[src/rtl/serial_add_ctrl.sv]
// serial_add_ctrl -- bit-serial unsigned adder controller.
// Adds two WIDTH-bit operands plus a carry-in, one bit per clock, LSB first.
// All of the arithmetic goes through one 1-bit full_adder instance.
//
// Ports:
//   clk    in   clock; all state updates on its rising edge
//   rst    in   synchronous, active-high reset
//   start  in   begin an addition (looked at only in IDLE)
//   a, b   in   WIDTH-bit addends, captured when start is accepted
//   c_in   in   carry-in, captured when start is accepted
//   busy   out  high while bits are being added (RUN)
//   done   out  one-cycle pulse: sum/c_out hold a new result (DONE)
//   sum    out  registered (a+b+c_in) mod 2^WIDTH
//   c_out  out  registered carry out of bit WIDTH-1
//
// Timing: if start is accepted at edge k, done is high in the cycle after
// edge k+WIDTH. With start held high, a new result appears every WIDTH+2
// cycles.

module full_adder (
  output logic s,
  output logic c_out,
  input  logic a,
  input  logic b,
  input  logic c_in
);
  assign s     = a ^ b ^ c_in;
  assign c_out = (a & b) | (c_in & (a ^ b));
endmodule

module serial_add_ctrl #(
  parameter int WIDTH = 8
) (
  input  logic             clk,
  input  logic             rst,
  input  logic             start,
  input  logic [WIDTH-1:0] a,
  input  logic [WIDTH-1:0] b,
  input  logic             c_in,
  output logic             busy,
  output logic             done,
  output logic [WIDTH-1:0] sum,
  output logic             c_out
);
  localparam int CW = (WIDTH > 2) ? $clog2(WIDTH) : 1;
  localparam logic [CW-1:0] LAST = CW'(WIDTH - 1);

  localparam logic [1:0] IDLE = 2'd0;
  localparam logic [1:0] RUN  = 2'd1;
  localparam logic [1:0] DONE = 2'd2;

  logic [1:0]       state;
  logic [CW-1:0]    cnt;
  logic             carry;
  logic [WIDTH-1:0] a_sh;
  logic [WIDTH-1:0] b_sh;
  logic [WIDTH-1:0] psum;
  logic             fa_s;
  logic             fa_c;

  full_adder u_fa (
    .s     (fa_s),
    .c_out (fa_c),
    .a     (a_sh[0]),
    .b     (b_sh[0]),
    .c_in  (carry)
  );

  // Flags come straight from the state register, so they are glitch-free
  // and can never be high together.
  assign busy = (state == RUN);
  assign done = (state == DONE);

  always_ff @(posedge clk) begin
    if (rst) begin
      state <= IDLE;
      cnt   <= '0;
      carry <= 1'b0;
      a_sh  <= '0;
      b_sh  <= '0;
      psum  <= '0;
      sum   <= '0;
      c_out <= 1'b0;
    end else begin
      unique case (state)
        IDLE: begin
          if (start) begin
            a_sh  <= a;
            b_sh  <= b;
            carry <= c_in;
            cnt   <= '0;
            state <= RUN;
          end
        end
        RUN: begin
          a_sh  <= a_sh >> 1;
          b_sh  <= b_sh >> 1;
          // Result bits enter at the MSB; after WIDTH shifts bit 0 of the
          // sum has reached psum[0].
          psum  <= {fa_s, psum[WIDTH-1:1]};
          carry <= fa_c;
          cnt   <= cnt + CW'(1);
          if (cnt == LAST) begin
            // The last bit is still on the adder output, so the completed
            // result is assembled here rather than read from psum.
            sum   <= {fa_s, psum[WIDTH-1:1]};
            c_out <= fa_c;
            state <= DONE;
          end
        end
        DONE:    state <= IDLE;
        default: state <= IDLE;
      endcase
    end
  end
endmodule

[config.mk]
export PLATFORM = sky130hd
export DESIGN_NAME = serial_add_ctrl
export DESIGN_NICKNAME = d
export VERILOG_FILES = /design/src/rtl/serial_add_ctrl.sv
export SDC_FILE = /design/constraint.sdc
export NUM_CORES = 1
export LEC_CHECK = 0
export CAP_MARGIN = 30
export CORE_MARGIN = 2
export CORE_UTILIZATION = 45
export DETAILED_ROUTE_END_ITERATION = 7
export GPL_TIMING_DRIVEN = 0
export PLACE_DENSITY = 0.86
export SYNTH_ARGS = -nofsm -noshare
export SYNTH_HDL_FRONTEND = slang
export SYNTH_HIERARCHICAL = 1
export SYNTH_SLANG_ARGS = --single-unit
[constraint.sdc]
create_clock -name clk -period 1.3 [get_ports clk]
set_clock_uncertainty 0.05 [all_clocks]
set_input_delay 0.195 -clock clk [delete_from_list [all_inputs] [get_ports clk]]
set_output_delay 0.195 -clock clk [all_outputs]
set_load 0.03 [all_outputs]
### Met1 routing

Bar = 20 um. Supply wires on this layer in grey.
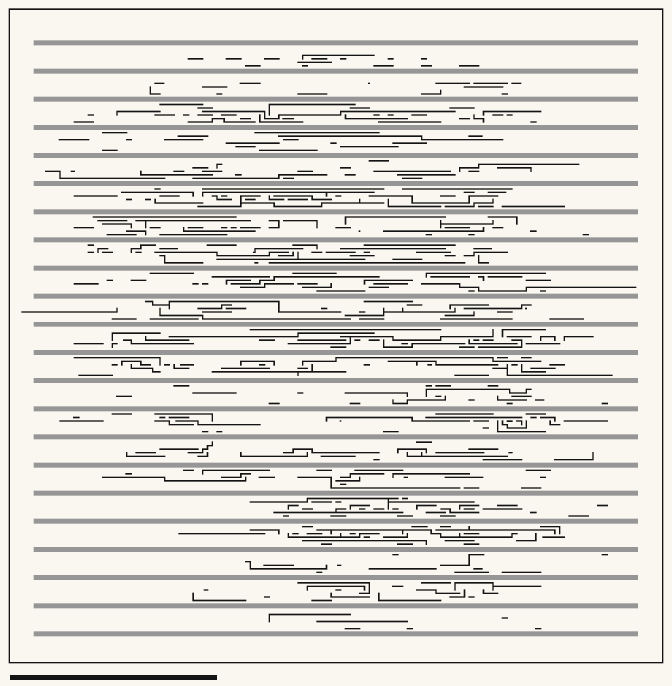
nets with wire on the layer = 213
longest straight run = 18.9 um
share of all routed wire = 44%
main direction = horizontal

### Met2 routing

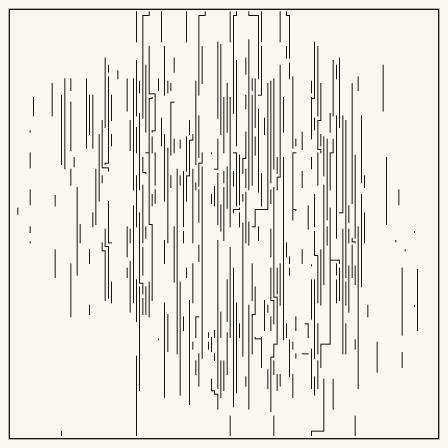
share of all routed wire = 51%
longest straight run = 28.2 um
wire length on this layer = 1,890 um
main direction = vertical

==> results.toml <==
# implementation run metrics
[outcome]
outcome = "finished with violations"
violations = "setup timing"

[global_route]
grt_max_degree = 13
grt_busiest_layer = "met2"
track_usage_pct = 18.7
use_met1_pct = 23.0
grt_pass1_vias = 1252
grt_overflow_total = 0
antenna_found_initial = 0
grt_pass1_wl_um = 5750

[route]
viasPerCell = 5.19
drc = 0
wl_per_cell_um = 14.5
wl_met1_um = 1630
wl_met2_um = 1890

[layout]
drive_above_1_share_pct = 30.3
n_antenna_cell = 0
fillCellCount = 253
fin_util_pct = 66.9
syn_to_final_growth_pct = 42.5
final_area_um2 = 2230
nNetsFinal = 233

[place]
dp.cells = 244
pre_cts_slack_ns = -0.478
hpwl_um = 2180
gp_congestion = 0.774

[worst_setup_path]
end_kind = "output pin"
worst_r2r_endpoint = "carry$_SDFFE_PP0P_"
path_class = "register to output pin"
required_ns = 1.05
rrSetupSlack_ns = -0.03
r2r-start = "state[1]$_SDFFE_PP0P_"
worstSetupEndpoint = "done"
startpoint = "state[0]$_SDFFE_PP0P_"

[power_and_ir_drop]
power.total_mw = 2.43
p_leak_nw = 0.846
powerDensity_nw_per_um2 = 1090
vdd.ir_drop.worst_v = 0.000571

[clocking]
root_buffer = "clkbuf_4"
htree_levels = 2
numCtsBuffers = 5
cts_tree = "done"
cts.sinks = 38
path_clk_slew_ns = 0.11

[synthesis]
ys_seq_share_pct = 48.5
synthesis.nets = 192
postSynthCellCount = 169
top_area_share_pct = 48.5
avgSynthCellArea_um2 = 9.28
async_flop_share_pct = 0
synth.yosys.warnings = 6
syn_area_um2 = 1570
edf_count = 0
yosys-stat-cells = 169

[timing]
holdWs_ns = 0.120
finalWorstSetupSlack_ns = -0.0470
layout_min_cycle_time_ns = 1.35
maxSlewHeadroom_pct = 57.5
setup_viol = 4
rsz0062_at_grt = "yes"
fin_crit_sh_pct = 104
tightestPinTransition_ns = 0.638
maxSlewViolCount = 0

[min_path]
hold_end = "b_sh[1]$_SDFFE_PP0P_"
hp-start = "rst"
hold_path_depth = 2

[die]
row_count = 21
fp-utilization_pct = 47.0
die_w_um = 63.0

[flow_run]
drv_cap = 0
### The metal 3 layer

Bar = 20 um. Cells faint in the background.
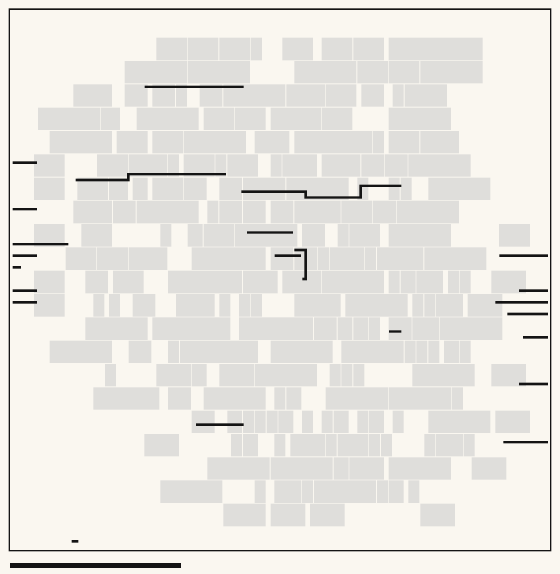
nets with wire on the layer = 19
longest straight run = 11.3 um
main direction = horizontal

-- state kept, by name, summed over array words and instances (netlist names) --
signal and cells:
state 2, a_sh 8, c_out 1, cnt 3
carry 1, psum 7, b_sh 8, sum 8
-- report_power, final --
part | internal (mW) | leakage [nW] | total [mW] | switching, mW
Clock | 0.398 | 0.0450 | 0.800 | 0.402
Sequential | 1.22 | 0.313 | 1.26 | 0.0410
Combinational | 0.194 | 0.487 | 0.371 | 0.177
Total | 1.81 | 0.846 | 2.43 | 0.620
-- synthesized netlist by cell type (all sizes together) (2+ instances only) --
library cell / number
dfxtp: 38
nand2: 32
nor2: 21
a211oi: 16
a21oi: 16
mux2i: 16
buf: 10
a22oi: 4
clkbuf: 3
ha: 2
inv: 2
-- cell usage in the layout (no fill, tap or decap), drive strengths merged, types with 2 or more instances in the layout --
cell type / Yosys / layout
dfxtp: 38 / 38
nand2: 32 / 32
nor2: 21 / 21
clkdlybuf4s50: 0 / 18
buf: 10 / 17
mux2i: 16 / 16
a21oi: 16 / 16
a211oi: 16 / 16
clkdlybuf4s15: 0 / 9
clkbuf: 3 / 8
a22oi: 4 / 4
ha: 2 / 2
clkinv: 0 / 2
inv: 2 / 2
-- area by class of cell --
cell class	count	area [um^2]	area share [%]
clock buffers	5	37.5	1.68
clock inverters	3	40.0	1.79
flip-flops and latches	38	773	34.6
multi-input cells	116	830	37.1
inverters	2	15.0	0.672
well taps	46	57.6	2.58
plain buffers	9	83.8	3.75
repair buffers	38	397	17.8
-- worst max-delay path, stage by stage, from the launching register on --
cell and delay [ns]:
dfxtp_4 0.39, buf_8 0.13, nor2b_4 0.10, buf_6 0.13
-- cell families after synthesis --
family,share of synthesized area [%]
AOI/OAI and AO/OA,16.8
adders and majority gates,2.87
buffers and inverters,5.98
DFF,48.5
muxes,10.2
and+or+nand+nor,15.6
No activity file was given, so power comes from the tool's default toggle rates.
